## src/rtl/image_framer_pkg.sv

```systemverilog
// Shared geometry and types for the classifier image producer.
// LENGTH rows of WIDTH one-bit pixels; row/col counters are sized from these.
package image_framer_pkg;

  localparam int LENGTH = 4;
  localparam int WIDTH  = 6;

  localparam int ROW_W = (LENGTH > 1) ? $clog2(LENGTH) : 1;
  localparam int COL_W = (WIDTH > 1) ? $clog2(WIDTH) : 1;

  typedef enum logic [1:0] {
    FR_IDLE = 2'd0,
    FR_FILL = 2'd1,
    FR_HOLD = 2'd2
  } framer_state_t;

  typedef logic [LENGTH-1:0][WIDTH-1:0] image_t;

endpackage

```

## src/rtl/image_framer.sv

```systemverilog
// Thresholds a raster grey-pixel stream into a LENGTH x WIDTH bit image and
// holds the finished image with frame_valid until the consumer acknowledges it.
module image_framer
  import image_framer_pkg::*;
#(
  parameter int PIX_W = 8,
  parameter int CNT_W = 16
) (
  input  logic             clk,
  input  logic             rst_n,
  input  logic             s_valid,
  output logic             s_ready,
  input  logic             s_sof,
  input  logic [PIX_W-1:0] s_data,
  input  logic [PIX_W-1:0] threshold,
  output image_t           image,
  output logic             frame_valid,
  input  logic             frame_ack,
  output logic             sync_err,
  output logic [CNT_W-1:0] frame_count,
  output logic [CNT_W-1:0] drop_count
);

  localparam int               PIXELS   = LENGTH * WIDTH;
  localparam logic [ROW_W-1:0] ROW_LAST = ROW_W'(LENGTH - 1);
  localparam logic [COL_W-1:0] COL_LAST = COL_W'(WIDTH - 1);
  localparam logic             SINGLE   = (PIXELS == 1) ? 1'b1 : 1'b0;

  framer_state_t    state_r;
  framer_state_t    state_next_s;
  logic             ready_r;
  logic [ROW_W-1:0] row_r;
  logic [COL_W-1:0] col_r;
  image_t           image_r;
  logic             frame_valid_r;
  logic             sync_err_r;
  logic [CNT_W-1:0] frame_count_r;
  logic [CNT_W-1:0] drop_count_r;

  logic             accept_s;
  logic             pix_bit_s;
  logic             wr_en_s;
  logic [ROW_W-1:0] wr_row_s;
  logic [COL_W-1:0] wr_col_s;
  logic             last_s;
  logic             restart_s;
  logic             drop_s;

  assign accept_s  = s_valid && ready_r;
  assign pix_bit_s = (s_data >= threshold);

  // State register; ready is registered alongside so it is low exactly in HOLD
  always_ff @(posedge clk or negedge rst_n) begin
    if (!rst_n) begin
      state_r <= FR_IDLE;
      ready_r <= 1'b1;
    end else begin
      state_r <= state_next_s;
      ready_r <= (state_next_s != FR_HOLD);
    end
  end

  // Next-state decode
  always_comb begin
    state_next_s = state_r;
    case (state_r)
      FR_IDLE: begin
        if (accept_s && s_sof) begin
          state_next_s = last_s ? FR_HOLD : FR_FILL;
        end else begin
          state_next_s = FR_IDLE;
        end
      end
      FR_FILL: begin
        if (last_s) begin
          state_next_s = FR_HOLD;
        end else begin
          state_next_s = FR_FILL;
        end
      end
      FR_HOLD: begin
        if (frame_ack) begin
          state_next_s = FR_IDLE;
        end else begin
          state_next_s = FR_HOLD;
        end
      end
      default: state_next_s = FR_IDLE;
    endcase
  end

  // Per-beat actions: pixel write target, frame completion, resync and drop
  always_comb begin
    wr_en_s   = 1'b0;
    wr_row_s  = '0;
    wr_col_s  = '0;
    last_s    = 1'b0;
    restart_s = 1'b0;
    drop_s    = 1'b0;
    case (state_r)
      FR_IDLE: begin
        if (accept_s && s_sof) begin
          wr_en_s = 1'b1;
          last_s  = SINGLE;
        end else if (accept_s) begin
          drop_s = 1'b1;
        end else begin
          drop_s = 1'b0;
        end
      end
      FR_FILL: begin
        if (accept_s && s_sof) begin
          wr_en_s   = 1'b1;
          restart_s = 1'b1;
          last_s    = SINGLE;
        end else if (accept_s) begin
          wr_en_s  = 1'b1;
          wr_row_s = row_r;
          wr_col_s = col_r;
          last_s   = (row_r == ROW_LAST) && (col_r == COL_LAST);
        end else begin
          wr_en_s = 1'b0;
        end
      end
      FR_HOLD: wr_en_s = 1'b0;
      default: wr_en_s = 1'b0;
    endcase
  end

  // Image, raster position, handshake flags and counters
  always_ff @(posedge clk or negedge rst_n) begin
    if (!rst_n) begin
      row_r         <= '0;
      col_r         <= '0;
      image_r       <= '0;
      frame_valid_r <= 1'b0;
      sync_err_r    <= 1'b0;
      frame_count_r <= '0;
      drop_count_r  <= '0;
    end else begin
      if (wr_en_s) begin
        image_r[wr_row_s][wr_col_s] <= pix_bit_s;
        if (last_s) begin
          row_r <= '0;
          col_r <= '0;
        end else if (wr_col_s == COL_LAST) begin
          row_r <= wr_row_s + ROW_W'(1);
          col_r <= '0;
        end else begin
          row_r <= wr_row_s;
          col_r <= wr_col_s + COL_W'(1);
        end
      end
      if (last_s) begin
        frame_valid_r <= 1'b1;
        frame_count_r <= frame_count_r + CNT_W'(1);
      end else if ((state_r == FR_HOLD) && frame_ack) begin
        frame_valid_r <= 1'b0;
      end
      sync_err_r <= restart_s;
      if (drop_s && (drop_count_r != {CNT_W{1'b1}})) begin
        drop_count_r <= drop_count_r + CNT_W'(1);
      end
    end
  end

  assign s_ready     = ready_r;
  assign image       = image_r;
  assign frame_valid = frame_valid_r;
  assign sync_err    = sync_err_r;
  assign frame_count = frame_count_r;
  assign drop_count  = drop_count_r;

endmodule

```

## config.mk

```make
export PLATFORM = sky130hd
export DESIGN_NAME = image_framer
export DESIGN_NICKNAME = d
export VERILOG_FILES = /design/src/rtl/image_framer_pkg.sv /design/src/rtl/image_framer.sv
export SDC_FILE = /design/constraint.sdc
export NUM_CORES = 1
export LEC_CHECK = 0
export ABC_AREA = 1
export CAP_MARGIN = 20
export CORE_UTILIZATION = 44
export DETAILED_ROUTE_END_ITERATION = 8
export PLACE_DENSITY = 0.71
export SETUP_SLACK_MARGIN = 0.3
export SLEW_MARGIN = 20
export SYNTH_ARGS = -nofsm -noshare
export SYNTH_HDL_FRONTEND = slang
export SYNTH_SLANG_ARGS = --single-unit
```

## constraint.sdc

```tcl
create_clock -name clk -period 3.88 [get_ports clk]
set_input_delay 0.582 -clock clk [delete_from_list [all_inputs] [get_ports clk]]
set_output_delay 0.582 -clock clk [all_outputs]
set_load 0.005 [all_outputs]
```

### Clock wires, drivers and flops, run 1

Scale: 4 px per micron.
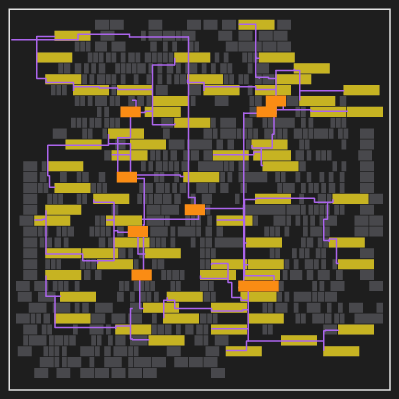
cells driving clock nets -> orange  # count 9
clock wires -> purple  # length 854 microns
flip-flops -> yellow  # count 66
routed clock nets = 10
flops lie = all over the die

### Clock nets, run 1

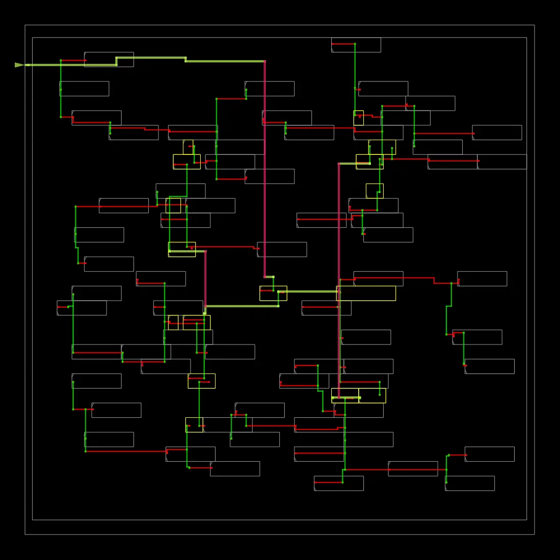
total CTS buffers: 9
clk_buf instances: 9
flop count: 66
Clock Skew: 0.0106 ns
CTS Sinks: 66

==> flow_summary_export.csv, run 1 <==
group,metric,value,unit
logic_synthesis,async_flop_share,100,%
setup_path,cp.required,4.10,ns
routing,wl_per_cell,12.5,microns
layout,layout-drive-gt1-share,7.23,%
clock_network,cts_max_path_buffers,2,
routing,ant_nets,0,
setup_path,worst_setup_path_end_kind,"flip-flop",
power_and_ir_drop,pwr_density_cell,300,nW/um^2
logic_synthesis,synth-edff-count,0,
timing,finalMaxSlewViolations,0,
power_and_ir_drop,peakVddDrop,0.167,mV
floorplan,die_h,94.8,microns
logic_synthesis,yosysMostFrequentCell,"nand2_1",
logic_synthesis,synth.largest_area_cell,"dfrtp_1",
clock_network,htreeDepth,3,
timing,maxSlewHeadroom,40.0,%
setup_path,crit_type,"in2reg",
grt,antenna_found_initial,0,
status,status,"finished, final reports clean",
routing,dr.pass1.iters,4,
layout,seqCellArea,1650,sq um
### Metal 3, run 1

Scale: 4 px per micron. Cells faint in the background.
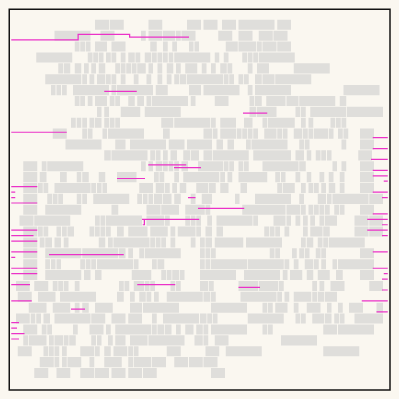
main direction = horizontal
longest straight run = 18.4 microns
wire length on this layer = 284 microns
share of all routed wire = 3.3%

==> run 1: worst register-to-register path: stages (launching register included) <==
cell	delay, ns
dfstp_2	0.56
nand2_1	0.12
nor2_4	0.17
nand3_1	0.19
inv_1	0.15
ha_1	0.19
clkinv_1	0.28
o21ai_0	0.28
nand2_1	0.07
==> run 1: power groups by stage <==
stage | Combinational, mW | Clock (mW) | Sequential, mW
floorplan | 0.0734 | 0 | 0.744
global placement | 0.167 | 0 | 0.747
detailed placement | 0.173 | 0 | 0.745
CTS | 0.173 | 0.579 | 0.734
global route | 0.193 | 0.613 | 0.737
finish | 0.173 | 0.562 | 0.734
==> run 1: worst max path at each step <==
stage / from / end / slack (ns) / cells past startpoint
after global placement: threshold[7] / image[3] / 1.18 / 8
after detailed placement: threshold[5] / image[8] / 1.14 / 9
final: threshold[5] / image[14] / 1.47 / 9
after CTS: threshold[5] / image[3] / 1.49 / 9
after global routing: threshold[5] / image[3] / 1.31 / 9
after floorplan: s_valid / image[10] / 2.09 / 8
==> run 1: layout make-up <==
class / count / share of cell area, %
repair buffers: 81 / 16.6
clock buffers: 9 / 2.53
flip-flops and latches: 66 / 33.8
inverters: 46 / 3.53
clock inverters: 7 / 1.43
well taps: 105 / 2.68
multi-input cells: 386 / 39.4
==> run 1: per-layer routing <==
layer / GRT usage [%] / vias up / routed length, microns
met2: 34.3 / 58 / 4150
met1: 27.9 / 1639 / 4200
met4: 6.94 / 0 / 93
met3: 3.30 / 7 / 284
li1: - / 1758 / -
met5: 0 / - / 0
==> run 1: flip-flops by register name (all words and copies together) (netlist names) <==
| signal | flops |
|---|---|
| col_r | 3 |
| drop_count | 16 |
| frame_count | 16 |
| frame_valid | 1 |
| image | 24 |
| row_r | 2 |
| s_ready | 1 |
| state_r | 2 |
| sync_err | 1 |
### Local utilization, run 1

Scale: 4 px per micron. 9 x 9 tiles, from white (low) to dark blue (high), 0 to 100% covered.
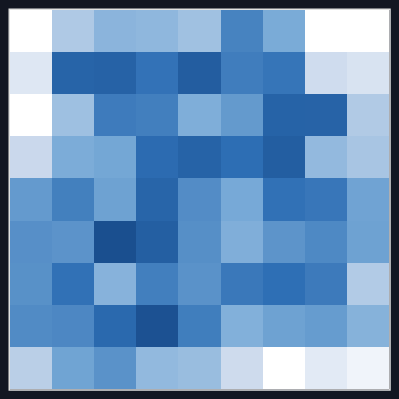

--- run 2 (diff from run 1) ---
--- a/config.mk
+++ b/config.mk
@@ -9,7 +9,7 @@
 export CAP_MARGIN = 20
 export CORE_UTILIZATION = 44
 export DETAILED_ROUTE_END_ITERATION = 8
-export PLACE_DENSITY = 0.71
+export PLACE_DENSITY = 0.73
 export SETUP_SLACK_MARGIN = 0.3
 export SLEW_MARGIN = 20
 export SYNTH_ARGS = -nofsm -noshare
==> constraint.sdc (replaced) <==
create_clock -name clk -period 2.19 [get_ports clk]
set_input_delay 0.3285 -clock clk [delete_from_list [all_inputs] [get_ports clk]]
set_output_delay 0.3285 -clock clk [all_outputs]
set_load 0.005 [all_outputs]
### Local utilization, run 2

Scale: 4 px per micron. 9 x 9 tiles, from white (low) to dark blue (high), 0 to 100% covered.
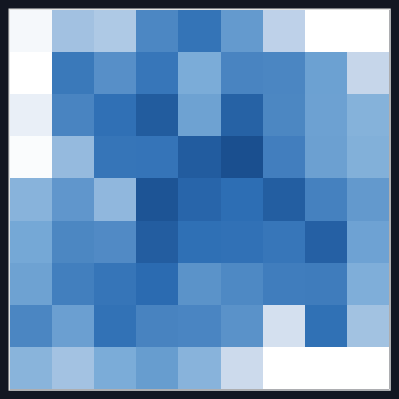
mean over tiles = 54%
tiles over 75% full = 14%
fullest tile = 88%

==> flow_summary_export.csv, run 2 <==
group,metric,value,unit
status,status,"finished, final reports clean",
routing,wl_per_cell,12.8,microns
clock_network,cts_max_path_buffers,2,
grt,antenna_found_initial,0,
routing,dr.pass1.iters,4,
routing,ant_nets,0,
logic_synthesis,synth-edff-count,0,
setup_path,cp.required,2.42,ns
logic_synthesis,yosysMostFrequentCell,"nand2_1",
clock_network,cts_made_buffers,9,
floorplan,coreArea,8260,sq um
grt,met2_usage,37.1,%
power_and_ir_drop,pwr_density_cell,551,nW/um^2
placement,gp_congestion,0.863,
floorplan,die_h,94.8,microns
logic_synthesis,synth.largest_area_cell,"dfrtp_1",
setup_path,crit_type,"reg2reg",
clock_network,htreeDepth,3,
layout,layout-drive-gt1-share,8.67,%
timing,maxSlewHeadroom,76.5,%
power_and_ir_drop,peakVddDrop,0.311,mV
setup_path,path_depth,7,
clock_network,clock_sinks,66,
grt,gr-usage-met3,5.31,%
grt,busiest_layer,"met2",
-- run 2: worst max-delay path by stage --
stage | endpoint | slack [ns] | start
after floorplan | image[10] | 0.44 | s_ready
after global placement | image[8] | 0.05 | s_valid
after detailed placement | image[10] | -0.1 | s_valid
after CTS | image[21] | 0.31 | s_ready
after global routing | image[13] | 0.30 | s_ready
final | image[17] | 0.42 | s_ready
-- run 2: layout make-up --
type	instances	area, sq um	share of cell area, %
Clock inverter	7	93.8	1.88
Tap cell	105	131	2.64
Inverter	46	178	3.57
Timing Repair Buffer	86	866	17.4
Multi-Input combinational cell	386	1930	38.8
Sequential cell	66	1650	33.2
Clock buffer	9	124	2.49
-- run 2: per-layer routing --
metal	vias to the layer above	routed length, microns
met5	-	0
met4	0	106
met3	9	435
met2	94	4350
met1	1650	4130
li1	1770	-
-- run 2: power breakdown --
part	internal, mW	switching, mW
Clock	0.638	0.495
Combinational	0.154	0.158
Sequential	1.27	0.0305
-- run 2: cell families (layout without fill, tap and decap cells) --
| family | count (synthesis) | in the layout | share of synthesized area (%) |
|---|---|---|---|
| and+or+nand+nor | 306 | 306 | 35.0 |
| DFF | 66 | 66 | 43.6 |
| buffers and inverters | 51 | 148 | 5.51 |
| AOI/OAI and AO/OA | 46 | 46 | 6.63 |
| xor gates and xnor gates | 20 | 20 | 4.62 |
| adders and majority gates | 14 | 14 | 4.62 |
-- run 2: per-stage QoR --
stage          cells  setup slack (ns)  total power [mW]  setup TNS [ns]  cell area [sq um]
6_report         705             0.417              2.74               0               4980
3_3_place_gp     687            0.0537              1.62               0               4720
2_1_floorplan    503             0.442              1.45               0               3790
5_1_grt          705             0.302              2.88               0               4980
3_5_place_dp     687           -0.0974              1.63          -0.575               4720
4_1_cts          704             0.310              2.78               0               4950
### Clock wires, drivers and flops, run 2

Scale: 4 px per micron.
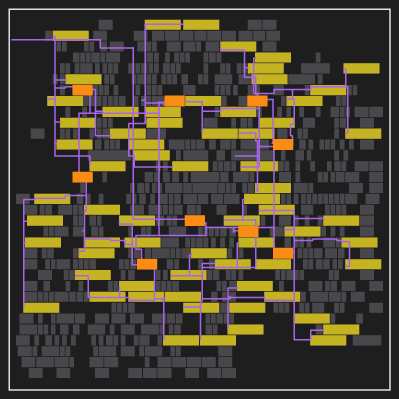

--- run 3 (diff from run 2) ---
--- a/config.mk
+++ b/config.mk
@@ -9,7 +9,7 @@
 export CAP_MARGIN = 20
 export CORE_UTILIZATION = 44
 export DETAILED_ROUTE_END_ITERATION = 8
-export PLACE_DENSITY = 0.73
+export PLACE_DENSITY = 0.71
 export SETUP_SLACK_MARGIN = 0.3
 export SLEW_MARGIN = 20
 export SYNTH_ARGS = -nofsm -noshare
==> constraint.sdc (replaced) <==
create_clock -name clk -period 1.85 [get_ports clk]
set_input_delay 0.2775 -clock clk [delete_from_list [all_inputs] [get_ports clk]]
set_output_delay 0.2775 -clock clk [all_outputs]
set_load 0.005 [all_outputs]
### Clock wires, drivers and flops, run 3

Scale: 4 px per micron.
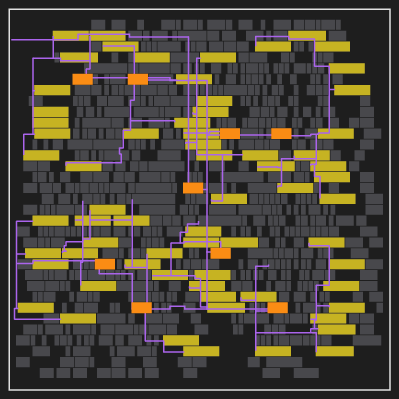
clock wires -> purple  # length 902 microns
cells driving clock nets -> orange  # count 9
flip-flops -> yellow  # count 66
flops lie = all over the die

==> flow_summary_export.csv, run 3 <==
group,metric,value,unit
logic_synthesis,synthesis.nets,538,
clock_network,htreeDepth,3,
status,status,"finished, final reports clean",
logic_synthesis,synth.largest_area_cell,"dfrtp_1",
setup_path,worst_setup_path_end_kind,"flip-flop",
layout,postLayoutCellArea,6020,sq um
power_and_ir_drop,combPwrFrac,13.1,%
placement,pre_cts_slack,-0.103,ns
logic_synthesis,async_flop_share,100,%
routing,wl_met2,5590,microns
logic_synthesis,yosys_area,3790,sq um
placement,placed_area,4920,sq um
grt,antenna_found_initial,0,
logic_synthesis,syn_inst,503,
setup_path,cp.required,2.09,ns
timing,maxSlewHeadroom,73.8,%
routing,ant_nets,0,
layout,final_cells,772,
clock_network,cts_max_path_buffers,2,
power_and_ir_drop,internal_power,2.77,mW
layout,largest_reg_flops,24,
timing,finalMaxSlewViolations,0,
placement,dp_cells,697,
logic_synthesis,yosysMostFrequentCell,"nand2_1",
timing,setup_ws,0.166,ns
floorplan,coreArea,8260,sq um
timing,fin_hold_ws,0.374,ns
setup_path,path_depth,8,
routing,wl_met3,440,microns
timing,tns,0,ns
power_and_ir_drop,peakVddDrop,0.460,mV
setup_path,endpoint,"image[8]",
setup_path,crit_type,"reg2reg",
clock_network,cts_made_buffers,9,
logic_synthesis,synth_cell_types,31,
clock_network,clock_sinks,66,
timing,finClkSkew,0.0116,ns
layout,layout-drive-gt1-share,27.0,%
power_and_ir_drop,switchingPower,0.864,mW
power_and_ir_drop,pwr_density_cell,604,nW/um^2
power_and_ir_drop,swShare,23.8,%
placement,gp_congestion,0.876,
setup_path,crit_path_start,"s_ready",
routing,routed.top_layer,"met4",
floorplan,die_h,94.8,microns
power_and_ir_drop,power.share.clock,44.4,%
routing,dr.pass1.iters,6,
run 3: layout make-up:
type | instances | area [sq um] | area share [%]
clock inverters | 7 | 141 | 2.35
inverters | 46 | 218 | 3.62
repair buffers | 150 | 1480 | 24.6
repair inverters | 2 | 20.0 | 0.333
well taps | 105 | 131 | 2.18
clock buffers | 9 | 124 | 2.06
multi-input cells | 387 | 2240 | 37.3
flip-flops and latches | 66 | 1660 | 27.6
run 3: worst min path at each step:
stage | cells after the start | slack (ns) | end | start
floorplan | 0 | -0.02 | col_r[0] | rst_n
detailed placement | 1 | 0.22 | drop_count[7] | rst_n
CTS | 2 | 0.37 | frame_count[3] | rst_n
global route | 2 | 0.41 | frame_count[3] | rst_n
global placement | 1 | 0.22 | drop_count[6] | rst_n
finish | 2 | 0.37 | drop_count[7] | rst_n
run 3: power groups by stage:
stage	logic, mW	registers, mW	clock network [mW]
floorplan	0.159	1.56	0
global placement	0.395	1.57	0
detailed placement	0.404	1.57	0
CTS	0.431	1.54	1.65
global route	0.524	1.55	1.71
finish	0.477	1.54	1.62
run 3: routing by layer:
layer,up-vias,global-route usage (%)
li1,1910,-
met1,1824,30.7
met2,94,40.3
met3,18,6.60
met4,0,7.83
met5,-,0
run 3: logic make-up after synthesis:
| family | Yosys count | share of synthesized area, % |
|---|---|---|
| and+or+nand+nor | 306 | 35.0 |
| DFF | 66 | 43.6 |
| buffers and inverters | 51 | 5.51 |
| AOI/OAI and AO/OA | 46 | 6.63 |
| xor gates and xnor gates | 20 | 4.62 |
| adders and majority gates | 14 | 4.62 |
run 3: through the flow:
stage | power [mW] | util [%]
after floorplan | 1.72 | -
after global placement | 1.96 | 59.6
after detailed placement | 1.97 | 59.6
after CTS | 3.62 | 69.0
after global routing | 3.78 | 72.9
final | 3.64 | 72.9
Power figures rest on the tool's default switching activity, not on a simulated workload.
